===== config.mk =====
export PLATFORM = sky130hd
export DESIGN_NAME = sqrt_seq_master
export DESIGN_NICKNAME = d
export VERILOG_FILES = /design/src/rtl/sqrt_seq_master.sv
export SDC_FILE = /design/constraint.sdc
export NUM_CORES = 1
export LEC_CHECK = 0
export CORE_MARGIN = 2
export CORE_UTILIZATION = 35
export DETAILED_ROUTE_END_ITERATION = 10
export MAX_ROUTING_LAYER = met4
export PLACE_DENSITY = 0.67
export RECOVER_POWER = 50
export SLEW_MARGIN = 10
export SYNTH_ARGS = -nofsm -noshare
export SYNTH_HDL_FRONTEND = slang
export SYNTH_SLANG_ARGS = --single-unit

===== constraint.sdc =====
create_clock -name clk -period 2.35 [get_ports clk]
set_clock_uncertainty 0.15 [all_clocks]
set_input_delay 0.47 -clock clk [delete_from_list [all_inputs] [get_ports clk]]
set_output_delay 0.47 -clock clk [all_outputs]
set_load 0.01 [all_outputs]

===== src/rtl/sqrt_seq_master.sv =====
// rtl/sqrt_seq_master.sv - st/done handshake initiator walking an operand table into the sqrt unit
// Optional result self-check built only when SQRT_SEQ_CHECK_EN is defined.
module sqrt_seq_master #(
    parameter int NUM_VEC = 16,
    parameter int N_W     = 8,
    parameter int R_W     = 4,
    parameter int TIMEOUT = 255
) (
    input  logic           clk,
    input  logic           rst,
    input  logic           go,
    output logic [7:0]     vec_addr,
    input  logic [N_W-1:0] vec_data,
    output logic           st,
    output logic [N_W-1:0] n,
    input  logic           done,
    input  logic [R_W-1:0] sqrt,
    output logic           busy,
    output logic           res_valid,
    output logic [7:0]     res_idx,
    output logic [N_W-1:0] res_n,
    output logic [R_W-1:0] res_sqrt,
    output logic           res_ok,
    output logic [7:0]     err_count,
    output logic           timeout,
    output logic           run_done
);

    localparam int TMO_W = $clog2(TIMEOUT);
    localparam logic [TMO_W-1:0] TMO_LAST = TMO_W'(TIMEOUT - 1);
    localparam logic [7:0]       IDX_LAST = 8'(NUM_VEC - 1);

    typedef enum logic [2:0] {
        S_IDLE,
        S_FETCH,
        S_REQ,
        S_REL,
        S_FINISH
    } state_t;

    state_t           state_q, state_d;
    logic [7:0]       idx_q, idx_d;
    logic [N_W-1:0]   n_q, n_d;
    logic             st_q, st_d;
    logic [TMO_W-1:0] tmo_q, tmo_d;
    logic             res_valid_q, res_valid_d;
    logic [7:0]       res_idx_q, res_idx_d;
    logic [N_W-1:0]   res_n_q, res_n_d;
    logic [R_W-1:0]   res_sqrt_q, res_sqrt_d;
    logic             timeout_q, timeout_d;

    always_comb begin
        state_d     = state_q;
        idx_d       = idx_q;
        n_d         = n_q;
        st_d        = st_q;
        tmo_d       = tmo_q;
        res_valid_d = 1'b0;
        res_idx_d   = res_idx_q;
        res_n_d     = res_n_q;
        res_sqrt_d  = res_sqrt_q;
        timeout_d   = timeout_q;
        case (state_q)
            S_IDLE: begin
                if (go) begin
                    idx_d     = 8'd0;
                    timeout_d = 1'b0;
                    state_d   = S_FETCH;
                end
            end
            S_FETCH: begin
                n_d     = vec_data;
                st_d    = 1'b1;
                tmo_d   = '0;
                state_d = S_REQ;
            end
            S_REQ: begin
                // A done level already high on entry counts as completion.
                if (done) begin
                    res_valid_d = 1'b1;
                    res_idx_d   = idx_q;
                    res_n_d     = n_q;
                    res_sqrt_d  = sqrt;
                    st_d        = 1'b0;
                    tmo_d       = '0;
                    state_d     = S_REL;
                end else if (tmo_q == TMO_LAST) begin
                    timeout_d = 1'b1;
                    st_d      = 1'b0;
                    state_d   = S_FINISH;
                end else begin
                    tmo_d = tmo_q + 1'b1;
                end
            end
            S_REL: begin
                if (!done) begin
                    if (idx_q == IDX_LAST) begin
                        state_d = S_FINISH;
                    end else begin
                        idx_d   = idx_q + 8'd1;
                        state_d = S_FETCH;
                    end
                end else if (tmo_q == TMO_LAST) begin
                    timeout_d = 1'b1;
                    state_d   = S_FINISH;
                end else begin
                    tmo_d = tmo_q + 1'b1;
                end
            end
            S_FINISH: state_d = S_IDLE;
            default:  state_d = S_IDLE;
        endcase
    end

    always_ff @(posedge clk or posedge rst) begin
        if (rst) begin
            state_q     <= S_IDLE;
            idx_q       <= 8'd0;
            n_q         <= '0;
            st_q        <= 1'b0;
            tmo_q       <= '0;
            res_valid_q <= 1'b0;
            res_idx_q   <= 8'd0;
            res_n_q     <= '0;
            res_sqrt_q  <= '0;
            timeout_q   <= 1'b0;
        end else begin
            state_q     <= state_d;
            idx_q       <= idx_d;
            n_q         <= n_d;
            st_q        <= st_d;
            tmo_q       <= tmo_d;
            res_valid_q <= res_valid_d;
            res_idx_q   <= res_idx_d;
            res_n_q     <= res_n_d;
            res_sqrt_q  <= res_sqrt_d;
            timeout_q   <= timeout_d;
        end
    end

`ifdef SQRT_SEQ_CHECK_EN
    localparam int EXT_W = 2 * R_W + 1;

    logic [R_W:0]     sqrt_p1;
    logic [2*R_W-1:0] sq;
    logic [EXT_W-1:0] sq1;
    logic [EXT_W-1:0] n_ext;
    logic             chk_ok;
    logic             res_ok_q;
    logic [7:0]       err_q;

    // Checked against the live responder result on the capture edge.
    assign sqrt_p1 = {1'b0, sqrt} + 1'b1;
    assign sq      = {{R_W{1'b0}}, sqrt} * {{R_W{1'b0}}, sqrt};
    assign sq1     = {{R_W{1'b0}}, sqrt_p1} * {{R_W{1'b0}}, sqrt_p1};
    assign n_ext   = EXT_W'(n_q);
    assign chk_ok  = ({1'b0, sq} <= n_ext) && (sq1 > n_ext);

    always_ff @(posedge clk or posedge rst) begin
        if (rst) begin
            res_ok_q <= 1'b0;
            err_q    <= 8'd0;
        end else if (state_q == S_IDLE && go) begin
            err_q <= 8'd0;
        end else if (res_valid_d) begin
            res_ok_q <= chk_ok;
            if (!chk_ok && err_q != 8'hFF) begin
                err_q <= err_q + 8'd1;
            end
        end
    end

    assign res_ok    = res_ok_q;
    assign err_count = err_q;
`else
    assign res_ok    = 1'b1;
    assign err_count = 8'd0;
`endif

    assign vec_addr  = idx_q;
    assign st        = st_q;
    assign n         = n_q;
    assign busy      = (state_q != S_IDLE);
    assign res_valid = res_valid_q;
    assign res_idx   = res_idx_q;
    assign res_n     = res_n_q;
    assign res_sqrt  = res_sqrt_q;
    assign timeout   = timeout_q;
    assign run_done  = (state_q == S_FINISH);

endmodule


==> Changelog: implementation, run 1 <==
## Flow update

* Combinational Area at 1060 µm²
* Initial antenna violation count at 0
* Post-Layout Cell Count at roughly 360
* Layout cells sized above 1 at 0.199
* Hold Path Class: reg -> reg
* Total Power at 3.55 mW
* Worst-case hold slack at approximately 340 ps
* Post-synth area from yosys stat at 2450 µm²
* Most numerous logic cells after layout: dfrtp_1 (50), clkdlybuf4s50_1 (47), mux2_2 (28)
* P&R area growth vs syn at 29.8%
* Yosys top cell by area: dfrtp_1
* RR Endpoint: n[5]
* Inserted Clock Buffers at 5
* DP Cell Count at roughly 350
* Core area at about 6800 µm²
* # Cells Yosys at slightly above 200
* Maxcap violations at 0
* Largest net degree at the start of global routing at 19
* DRC errors left at 0
* Final hold vios at 0
* Top cells by area: dfrtp_1 (51%), mux2_2 (13%), buf_4 (3.4%)
* Vias in the first global route at between 1500 and 2000
* Placed cell area at between 3000 and 4000 µm²
* Logic pwr share at 0.461
* GRT Residual Overflow at 0
* Routed Antenna Nets at 0
* Hold-fix buffers, CTS at 0
* Layout fillers at between 600 and 700
* Detailed-router iteration count before antenna repair at 4
* Insertion delay to the later sink of the worst-skew pair at ~300 ps
* P_leak at between 1 and 1.5 nW
* Switching part of the total at 0.343
* Die X at roughly 90 µm
* Required time of the critical path at about 1700 ps
* Commonest flop: dfrtp_1
* Crit path launch type: flop
* Ys async rst share at 1.00
* Setup violators final at 0
* Synth cell types at roughly 50
* GP Congestion at 0.849
* Slew Limit Fails at 0
* Nets at 284
* Setup crit start: state_q[1]
* Resized cells post-CTS at 0
* Fin crit period at ~2200 ps
* Fp_density at 0.361
* Clock sink count at roughly 50
* Synth Seq Share at 0.510
* Finished Cell Area at 3190 µm²
* Top cell area share at 0.510
* Post-synthesis cell area at ~2500 µm²
* CTS H-tree depth at 2
* Post-synthesis instance total at ~210
* Flop pwr share at 0.388
* OpenROAD warnings at 27
* Status: finished, final reports clean
* Largest stage delay on the critical path at 490 ps
* Worst-Margin Slew at roughly 760 ps
* FF-to-FF Start: state_q[1]
* Post-Syn Area per Cell at 12.0 µm²
* Sw Pwr at about 1.2 mW
* Setup Buffers After CTS at 0
* Via/cell ratio at approximately 4.8
* Ant. Diodes at 0
* Arrival time worst endpoint at about 1600 ps
* Drt initial violations at around 85
* Final Cycle Share at 0.923
* Cell internal pwr at around 2.3 mW
* FP Rows at 30
* RSZ-0062 raised after global routing: no
* FF-to-FF path depth at 3
* Wire length per cell at roughly 13 µm
* Syn. warnings at 0
## run 1: power groups by stage
stage	combinational (mW)	sequential (mW)	clock, mW
6_report	1.63	1.38	0.536
5_1_grt	1.80	1.42	0.597
4_1_cts	1.70	1.38	0.560
3_5_place_dp	1.69	1.40	0
3_3_place_gp	1.66	1.40	0
2_1_floorplan	0.856	1.49	0
## run 1: how the worst min path moves through the flow
stage,to,slack (ps)
detailed placement,timeout,330
global route,res_idx[5],370
CTS,res_idx[1],310
finish,timeout,340
global placement,res_sqrt[1],320
floorplan,tmo_q[4],340
## run 1: state kept, by name, indices dropped and copies added (netlist names)
name,count
n,8
res_idx,8
tmo_q,8
timeout,1
res_valid,1
res_n,8
st,1
vec_addr,8
state_q,3
res_sqrt,4
## run 1: per-stage QoR
step                utilization  worst slack [ps]
floorplan                     -               529
global placement          0.458               100
detailed placement        0.458              60.6
CTS                       0.472               150
global route              0.469               122
finish                    0.469               180
## run 1: synthesized netlist by cell type, drive strengths merged, types with 3 or more instances
library cell / instances
ha: 3
inv: 6
nand2: 13
buf: 18
nand2b: 4
mux2i: 4
o21ai: 6
mux2: 29
nand3: 8
and3: 5
a21o: 3
dfrtp: 50
a21oi: 7
nor3b: 3
nor2: 5
a31oi: 4
## run 1: per-layer routing
metal	vias to the layer above	routed length (µm)	part of all wire	GRT usage
met5	-	0	0	-
met4	0	104	0.022	0.0559
met3	9	205	0.043	0.0311
met2	50	2360	0.49	0.226
met1	857	2150	0.45	0.170
li1	838	-	-	-
## run 1: critical path: cells and delay by family, from the launching register on
kind / cells / cell delay [ps]
buf+inv: 1 / 490
flops: 1 / 400
simple gates: 1 / 370
## run 1: kinds of logic (layout without fill, tap and decap cells)
| family | count (synthesis) | in the layout | synth area share |
|---|---|---|---|
| AOI/OAI and AO/OA | 35 | 35 | 0.106 |
| other | 2 | 9 | 0.00306 |
| muxes | 33 | 33 | 0.149 |
| buffers and inverters | 25 | 79 | 0.0637 |
| and+or+nand+nor | 55 | 55 | 0.146 |
| DFF | 50 | 50 | 0.510 |
| adders and majority gates | 3 | 3 | 0.0153 |
| xor gates and xnor gates | 2 | 2 | 0.00714 |
## run 1: layout make-up
| class | instances | share of cell area |
|---|---|---|
| flip-flops and latches | 50 | 0.393 |
| inverters | 6 | 0.00707 |
| clock inverters | 2 | 0.00511 |
| well taps | 96 | 0.0377 |
| clock buffers | 6 | 0.0259 |
| multi-input cells | 137 | 0.334 |
| repair buffers | 65 | 0.197 |
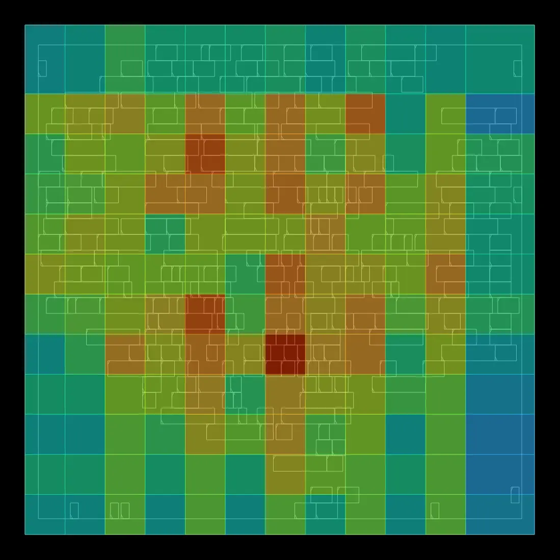
run_1/final_congestion.png
GR peak layer: met2
gr usage total: 0.140
GRT met2 Usage: 0.226

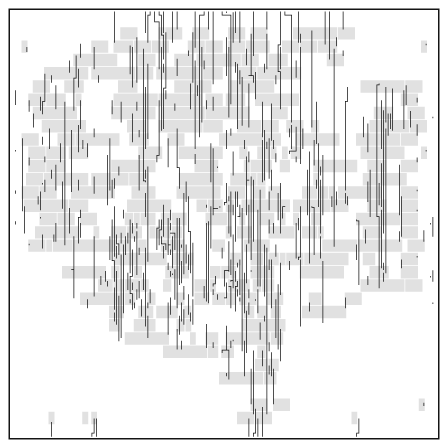
run_1/met2.png
Cells faint in the background.
nets with wire on the layer	258
wire length on this layer	2360 µm
share of all routed wire	49%
via count: 1754
Total Wirelength: 4.81 mm

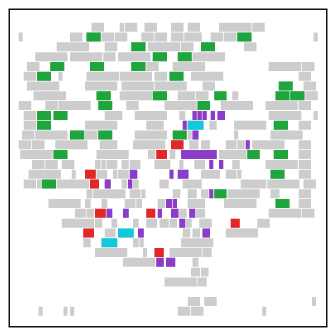
run_1/gate_families.png
family	colour	cells
AND-OR and OR-AND gates	red	9
adder and majority cells	cyan	3
multiplexers	green	33
NAND gates	purple	29

==> run 2, diff against run 1 <==
--- a/config.mk
+++ b/config.mk
@@ -8,9 +8,11 @@
 export CORE_MARGIN = 2
 export CORE_UTILIZATION = 35
 export DETAILED_ROUTE_END_ITERATION = 10
+export GPL_TIMING_DRIVEN = 0
 export MAX_ROUTING_LAYER = met4
 export PLACE_DENSITY = 0.67
 export RECOVER_POWER = 50
+export REMOVE_ABC_BUFFERS = 1
 export SLEW_MARGIN = 10
 export SYNTH_ARGS = -nofsm -noshare
 export SYNTH_HDL_FRONTEND = slang
==> constraint.sdc (replaced) <==
create_clock -name clk -period 2.7 [get_ports clk]
set_clock_uncertainty 0.15 [all_clocks]
set_input_delay 0.54 -clock clk [delete_from_list [all_inputs] [get_ports clk]]
set_output_delay 0.54 -clock clk [all_outputs]
set_load 0.01 [all_outputs]
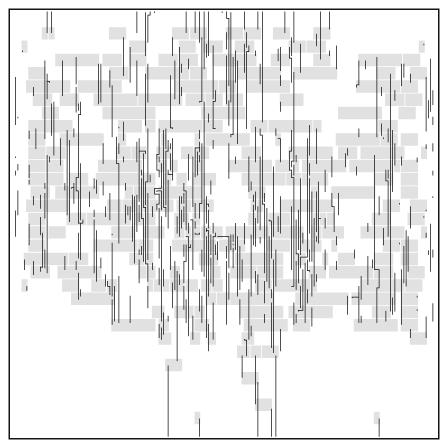
run_2/met2.png
Cells faint in the background.
wire length on this layer	2430 µm
main direction	vertical
longest straight run	48.6 µm

==> run 2 against run 1 <==
Sequential power decreased by 9%. Die area unchanged. Setup slack got worse by 42 ps. Core utilization about the same.
==> Changelog: implementation, run 2 <==
## Flow update

* Core area at 6790 µm² (unchanged)
* Synth cell types at 51 (unchanged)
* OpenROAD warnings at 26 (was 27)
* Syn. warnings at 0 (unchanged)
* Status: finished, final reports clean (unchanged)
* Crit path launch type: flop (unchanged)
* Routed Antenna Nets at 0 (unchanged)
* Post-synth top cells: dfrtp_1 (50), mux2_2 (28), nand2_1 (13) (unchanged)
* P_leak at 1.38 nW (about the same)
* Fin crit period at 2560 ps
* GRT Residual Overflow at 0 (unchanged)
* Required time of the critical path at 2010 ps (was 1730 ps)
* DRC errors left at 0 (unchanged)
* GP Congestion at 0.805 (was 0.849)
* Flop pwr share at 0.394 (was 0.388)
* FP Rows at 30 (unchanged)
* WL met1 at 2.24 mm (was 2.15 mm)
* # Cells Yosys at 205 (unchanged)
* Clock sink count at 50 (unchanged)
* Hold-fix buffers, CTS at 0 (unchanged)
* Post-synthesis cell area at 2450 µm² (unchanged)
* Post-synth area from yosys stat at 2450 µm² (unchanged)
* Slew Limit Fails at 0 (unchanged)
* Ant. Diodes at 0 (unchanged)
* Setup Buffers After CTS at 0 (unchanged)
* Highest routed layer: met4 (unchanged)
* Sw Pwr at 1.06 mW (was 1.22 mW)
* CTS H-tree depth at 2 (unchanged)
* Worst-Margin Slew at 898 ps (was 765 ps)
* Synth Seq Share at 0.510 (unchanged)
* Detailed-router iteration count before antenna repair at 4 (unchanged)
* Most numerous logic cells after layout: dfrtp_1 (50), clkdlybuf4s50_1 (39), mux2_2 (28) (was dfrtp_1 (50), clkdlybuf4s50_1 (47), mux2_2 (28))
* Finished Cell Area at 3180 µm² (was 3190 µm²)
* P&R area growth vs syn at 29.7% (was 29.8%)
* Drt initial violations at 89 (was 85)
* Logic pwr share at 0.412 (was 0.461)
* Insertion delay to the later sink of the worst-skew pair at 300 ps (about the same)
* FF-to-FF path depth at 4 (was 3)
* Post-synthesis instance total at 205 (unchanged)
* Fp_density at 0.361 (unchanged)
* Ys async rst share at 1.00 (unchanged)
* Resized cells post-CTS at 0 (unchanged)
* Via count at 1751 (was 1754)
* Post-Layout Cell Count at 355 (was 362)
* Maxcap violations at 0 (unchanged)
* Inserted Clock Buffers at 5 (unchanged)
* RSZ-0062 raised after global routing: no (unchanged)
* Total Wirelength at 4.91 mm (was 4.81 mm)
* RR Endpoint: res_n[6] (was n[5])
* Synth top cell by count: dfrtp_1 (unchanged)
* Worst Setup Slack, final at 137 ps (was 180 ps)
* Yosys top cell by area: dfrtp_1 (unchanged)
* Setup violators final at 0 (unchanged)
* Commonest flop: dfrtp_1 (unchanged)
* Final hold vios at 0 (unchanged)
* Placed cell area at 3070 µm² (was 3110 µm²)
* Nets at 277 (was 284)
* Cell internal pwr at 2.15 mW (was 2.33 mW)
* Via/cell ratio at 4.93 (was 4.85)
* Switching part of the total at 0.330 (was 0.343)
* Initial antenna violation count at 0 (unchanged)
* Arrival time worst endpoint at 1870 ps (was 1550 ps)
* Top cells by area: dfrtp_1 (51%), mux2_2 (13%), buf_4 (3.4%) (unchanged)
* Vias in the first global route at 1741 (was 1768)
* Layout fillers at 654 (was 626)
-- run 2: logic make-up after synthesis --
family,synth area share
and+or+nand+nor,0.146
DFF,0.510
AOI/OAI and AO/OA,0.106
muxes,0.149
buffers and inverters,0.0637
adders and majority gates,0.0153
other,0.00306
xor gates and xnor gates,0.00714
-- run 2: stage by stage --
stage          setup TNS, ps  total power [mW]   util  hold WS [ps]
2_1_floorplan              0              1.98      -           338
3_3_place_gp          -24760              2.59  0.446           319
3_5_place_dp            -234              2.65  0.451           333
4_1_cts                    0              3.29  0.471           349
5_1_grt                    0              3.42  0.469           379
6_report                   0              3.20  0.469           340
-- run 2: final cells by class --
cell class                      count  area, µm²  share of cell area
Clock inverter                      3       68.8              0.0216
Timing Repair Buffer               58        581               0.182
Multi-Input combinational cell    137       1070               0.337
Sequential cell                    50       1250               0.393
Inverter                            6       22.5             0.00707
Tap cell                           96        120              0.0377
Clock buffer                        5       68.8              0.0216
-- run 2: critical path: stages, from the launching register on --
cell,delay (ps)
dfrtp_1,620
or3_1,460
clkdlybuf4s50_1,480
-- run 2: layer usage --
| metal | global-route usage | vias to the layer above |
|---|---|---|
| li1 | - | 830 |
| met1 | 0.163 | 866 |
| met2 | 0.244 | 49 |
| met3 | 0.0302 | 6 |
| met4 | 0.0336 | 0 |
| met5 | - | - |
-- run 2: worst max-delay path by stage --
| stage | endpoint | slack [ps] | cells past startpoint |
|---|---|---|---|
| after floorplan | res_sqrt[0] | 340 | 3 |
| after global placement | res_sqrt[0] | -820 | 4 |
| after detailed placement | res_n[6] | -30 | 5 |
| after CTS | busy | 120 | 2 |
| after global routing | busy | 60 | 2 |
| final | busy | 140 | 2 |
-- run 2: power groups by stage --
stage          Combinational, mW  Sequential [mW]  Clock (mW)
2_1_floorplan              0.638             1.34           0
3_3_place_gp                1.32             1.26           0
3_5_place_dp                1.37             1.28           0
4_1_cts                     1.38             1.27       0.642
5_1_grt                     1.44             1.31       0.670
6_report                    1.32             1.26       0.623
Power is estimated from default activity; no workload was simulated.
